$ cat config.mk
export PLATFORM = sky130hd
export DESIGN_NAME = mem_port_arbiter
export DESIGN_NICKNAME = d
export VERILOG_FILES = /design/src/rtl/mem_port_arbiter.sv
export SDC_FILE = /design/constraint.sdc
export NUM_CORES = 1
export LEC_CHECK = 0
export CORE_UTILIZATION = 30
export CTS_CLUSTER_DIAMETER = 100
export DETAILED_ROUTE_END_ITERATION = 7
export PLACE_DENSITY_LB_ADDON = 0.05
export SYNTH_ARGS = -nofsm -noshare
export SYNTH_HDL_FRONTEND = slang
export SYNTH_SLANG_ARGS = --single-unit
$ cat constraint.sdc
create_clock -name clk -period 5.1 [get_ports clk]
set_input_delay 1.02 -clock clk [delete_from_list [all_inputs] [get_ports clk]]
set_output_delay 1.02 -clock clk [all_outputs]
set_load 0.02 [all_outputs]
$ cat src/rtl/mem_port_arbiter.sv
// Two-port round-robin arbiter and sequencer for a single-port byte-addressed memory.
// Each grant is registered (ACCEPT), driven for one access cycle (ACCESS), then answered (RESPOND).
module mem_port_arbiter #(
    parameter int unsigned BYTE_SIZE  = 4,
    parameter int unsigned ADDR_WIDTH = 32,
    parameter int unsigned MEM_BYTES  = 4096
) (
    input  logic                    clk,
    input  logic                    reset,
    input  logic                    req0,
    input  logic                    req1,
    input  logic                    we0,
    input  logic                    we1,
    input  logic [ADDR_WIDTH-1:0]   addr0,
    input  logic [ADDR_WIDTH-1:0]   addr1,
    input  logic [8*BYTE_SIZE-1:0]  wd0,
    input  logic [8*BYTE_SIZE-1:0]  wd1,
    output logic                    gnt0,
    output logic                    gnt1,
    output logic                    rvalid0,
    output logic                    rvalid1,
    output logic [8*BYTE_SIZE-1:0]  rd0,
    output logic [8*BYTE_SIZE-1:0]  rd1,
    output logic                    err0,
    output logic                    err1,
    output logic                    mem_we,
    output logic [ADDR_WIDTH-1:0]   mem_addr,
    output logic [8*BYTE_SIZE-1:0]  mem_wd,
    input  logic [8*BYTE_SIZE-1:0]  mem_rd
);

    localparam int unsigned DataWidth = 8 * BYTE_SIZE;
    localparam logic [ADDR_WIDTH-1:0] MaxAddr = ADDR_WIDTH'(MEM_BYTES - BYTE_SIZE);

    // Round-robin state: owner of the most recent accepted transaction
    logic last_gnt_q;

    // Command register (ACCESS stage)
    logic                  cmd_valid_q;
    logic                  cmd_owner_q;
    logic                  cmd_we_q;
    logic                  cmd_oor_q;
    logic [ADDR_WIDTH-1:0] cmd_addr_q;
    logic [DataWidth-1:0]  cmd_wd_q;

    // Response register (RESPOND stage)
    logic                  resp_valid_q;
    logic                  resp_owner_q;
    logic                  resp_err_q;
    logic [DataWidth-1:0]  resp_data_q;

    // Selected request
    logic                  accept;
    logic                  acc_owner;
    logic                  acc_we;
    logic [ADDR_WIDTH-1:0] acc_addr;
    logic [DataWidth-1:0]  acc_wd;
    logic                  acc_oor;
    logic [DataWidth-1:0]  resp_data_d;

    // On a tie the port that did not win last time gets the grant
    always_comb begin
        gnt0 = 1'b0;
        gnt1 = 1'b0;
        if (req0 && req1) begin
            if (last_gnt_q) begin
                gnt0 = 1'b1;
            end else begin
                gnt1 = 1'b1;
            end
        end else begin
            gnt0 = req0;
            gnt1 = req1;
        end
    end

    always_comb begin
        accept    = (req0 & gnt0) | (req1 & gnt1);
        acc_owner = gnt1;
        acc_we    = gnt1 ? we1   : we0;
        acc_addr  = gnt1 ? addr1 : addr0;
        acc_wd    = gnt1 ? wd1   : wd0;
        acc_oor   = (acc_addr > MaxAddr);
    end

    always_ff @(posedge clk or posedge reset) begin
        if (reset) begin
            last_gnt_q  <= 1'b1;
            cmd_valid_q <= 1'b0;
            cmd_owner_q <= 1'b0;
            cmd_we_q    <= 1'b0;
            cmd_oor_q   <= 1'b0;
            cmd_addr_q  <= '0;
            cmd_wd_q    <= '0;
        end else begin
            cmd_valid_q <= accept;
            if (accept) begin
                last_gnt_q  <= acc_owner;
                cmd_owner_q <= acc_owner;
                cmd_we_q    <= acc_we;
                cmd_oor_q   <= acc_oor;
                cmd_addr_q  <= acc_addr;
                cmd_wd_q    <= acc_wd;
            end
        end
    end

    // Out-of-range commands park the address at 0 and never write
    always_comb begin
        mem_we   = 1'b0;
        mem_addr = '0;
        mem_wd   = '0;
        if (cmd_valid_q) begin
            mem_we   = cmd_we_q & ~cmd_oor_q;
            mem_addr = cmd_oor_q ? '0 : cmd_addr_q;
            mem_wd   = cmd_wd_q;
        end
    end

    always_comb begin
        resp_data_d = '0;
        if (cmd_valid_q && !cmd_we_q && !cmd_oor_q) begin
            resp_data_d = mem_rd;
        end
    end

    always_ff @(posedge clk or posedge reset) begin
        if (reset) begin
            resp_valid_q <= 1'b0;
            resp_owner_q <= 1'b0;
            resp_err_q   <= 1'b0;
            resp_data_q  <= '0;
        end else begin
            resp_valid_q <= cmd_valid_q;
            resp_owner_q <= cmd_owner_q;
            resp_err_q   <= cmd_valid_q & cmd_oor_q;
            resp_data_q  <= resp_data_d;
        end
    end

    always_comb begin
        rvalid0 = resp_valid_q & ~resp_owner_q;
        rvalid1 = resp_valid_q &  resp_owner_q;
        rd0     = rvalid0 ? resp_data_q : '0;
        rd1     = rvalid1 ? resp_data_q : '0;
        err0    = rvalid0 & resp_err_q;
        err1    = rvalid1 & resp_err_q;
    end

endmodule

sizing.png
Drawn at 4 px/um.
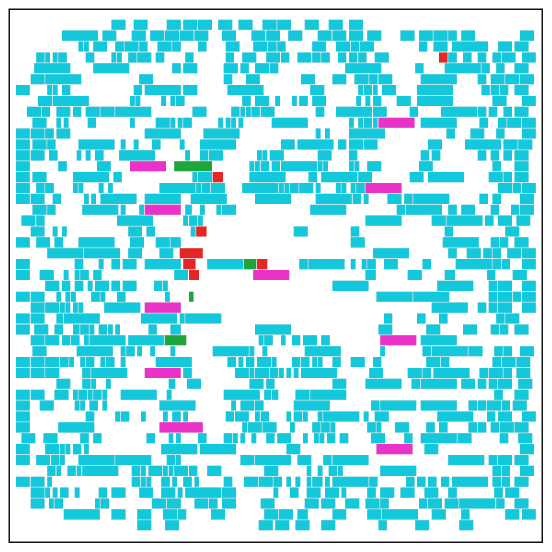
- x1 and smaller: cyan (cells 835; share 98%)
- x6 and larger: magenta (cells 10; share 1.2%)
- x2: green (cells 4; share 0.47%)
- x3 and x4: red (cells 7; share 0.82%)
fin area: 0.008494 sq mm
final worst setup slack: 1110 ps
area delta synth->final: 65.26%
count of plain and timing-repair buffers: 304

m3.png
Drawn at 2 px/um.
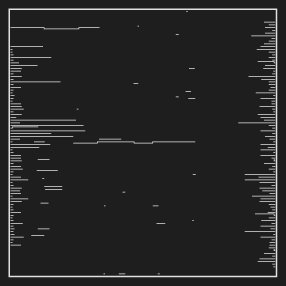
- main direction: horizontal
- share of all routed wire: 6.7%
- wire length on this layer: 1090 um
- nets with wire on the layer: 180
- longest straight run: 37.0 um
via count: 4915
Final Routed Wirelength: 16410 um
met3 Usage GRT: 4.215%

==> flow_metrics.env <==
# flow metrics
export IMPL_outcome="completed"
export IMPL_ys_types=28
export IMPL_pin_count=301
export IMPL_ys_sh_aoi_pct=8.788
export IMPL_cts_buffers=9
export IMPL_fin_setup_tns_ps=0
export IMPL_cts_resized=0
export IMPL_cts_max_level=3
export IMPL_hold_path_class="flop to flop"
export IMPL_hold_viol=0
export IMPL_crit_top_cell="clkdlybuf4s50_1"
export IMPL_fin_nets=1017
export IMPL_grt_pass1_wl_um=25380
export IMPL_fp_util_pct=30.88
export IMPL_max_stage_delay_ps=720
export IMPL_synthSimpleGateAreaFrac_pct=35.47
export IMPL_die_area_sq_mm=0.01766
export IMPL_portBuffers=300
export IMPL_syn_area_per_cell_sq_um=8.893
export IMPL_crit_required_ps=4080
export IMPL_p_total_w=0.002060
export IMPL_powerDensity_mw_per_mm2=242.5
export IMPL_critPathCaptureType="output port"
export IMPL_p_comb_share_pct=21.9
export IMPL_syn_area_sq_mm=0.005140
export IMPL_hpwl_um=12190
export IMPL_path_clk_slew_ps=70
export IMPL_yosys_area_top_type_share_pct=50.15
export IMPL_fillers=1558
export IMPL_yosysSeqAreaShare_pct=50.66
export IMPL_drive_above_1_share_pct=2.453
export IMPL_drt_iter0_drc=130
export IMPL_ir_worst_vdd_mv=0.1442
export IMPL_grt_pass1_vias=4823
export IMPL_r2r_cells=5
export IMPL_fa_ha_area_share_pct=0
export IMPL_synth_edff_count=0
export IMPL_layout_min_cycle_time_ps=3990
export IMPL_grt_remaining_overflow=0
export IMPL_core_sq_mm=0.01664
-- path summary, 6_finish.rpt --
path                                    startpoint                         to  slack, ps
max                                           req1                       gnt1       1110
min reg2reg                cmd_owner_q$_DFFE_PP0P_     resp_owner_q$_DFF_PP0_        440
min in group asynchronous                    reset  resp_data_q[24]$_DFF_PP0_       1210
max in group asynchronous                    reset     last_gnt_q$_DFFE_PP1P_       2820
min                        cmd_owner_q$_DFFE_PP0P_     resp_owner_q$_DFF_PP0_        440
max reg2reg                 last_gnt_q$_DFFE_PP1P_      cmd_oor_q$_DFFE_PP0P_       3050
-- power groups by stage --
stage               Combinational, W  Clock (W)  Sequential [W]
floorplan                   0.000223          0        0.000931
global placement            0.000450          0        0.000944
detailed placement          0.000456          0        0.000949
CTS                         0.000458   0.000697        0.000933
global route                0.000490   0.000738        0.000942
finish                      0.000450   0.000676        0.000933
-- sequential cells by signal, summed over array words and instances (netlist names) --
signal        count
resp_valid_q      1
last_gnt_q        1
cmd_we_q          1
cmd_oor_q         1
resp_owner_q      1
resp_data_q      32
cmd_owner_q       1
cmd_wd_q         32
cmd_valid_q       1
cmd_addr_q       32
resp_err_q        1
-- cells in the final DEF (no fill, tap or decap), drive strengths merged, types with 2 or more instances in the layout --
master and n:
clkbuf 15, and2b 3, nand4 6, clkdlybuf4s50 300, o211ai 2, inv 4
and2 132, nor4 8, nor3 5, nor2 102, dfrtp 103, and3 33
o22ai 33, buf 4, a31oi 31, nand2 65
-- layer usage --
layer  track usage [%]  wire, um  share of wire, %  vias up
met3             4.215      1093               6.7       24
met5                 0         0                 0        -
met1             22.45      7030                43     2228
met2             31.85      7893                48      203
met4             7.471       389               2.4        0
li1                  -         -                 -     2460
-- cell type report --
cell class | count | area [sq um] | area share [%]
multi-input cells | 428 | 2287 | 26.93
flip-flops and latches | 104 | 2604 | 30.65
clock inverters | 1 | 30.03 | 0.3535
repair buffers | 304 | 3033 | 35.70
clock buffers | 15 | 247.7 | 2.916
well taps | 220 | 275.3 | 3.241
inverters | 4 | 17.52 | 0.2062
-- critical path, delay by kind of cell --
family                 cells  cell delay (ps)
AND-OR/OR-AND              1              250
buffers and inverters      3             1680
-- through the flow --
step	hold WS (ps)	std cells	area [sq um]	util (%)	worst slack (ps)
detailed placement	414.5	1060	8217	49.37	1092
CTS	427.7	1076	8494	51.04	1093
floorplan	354.6	578	5140	-	1349
global route	442.6	1076	8494	51.04	1001
global placement	422.7	1060	8217	49.37	1121
finish	439.4	1076	8494	51.04	1110
-- cell families after synthesis --
family | count (synthesis)
compound gates | 70
buf+inv | 46
flops | 104
simple gates | 357
mux | 1
Power figures rest on the tool's default switching activity, not on a simulated workload.
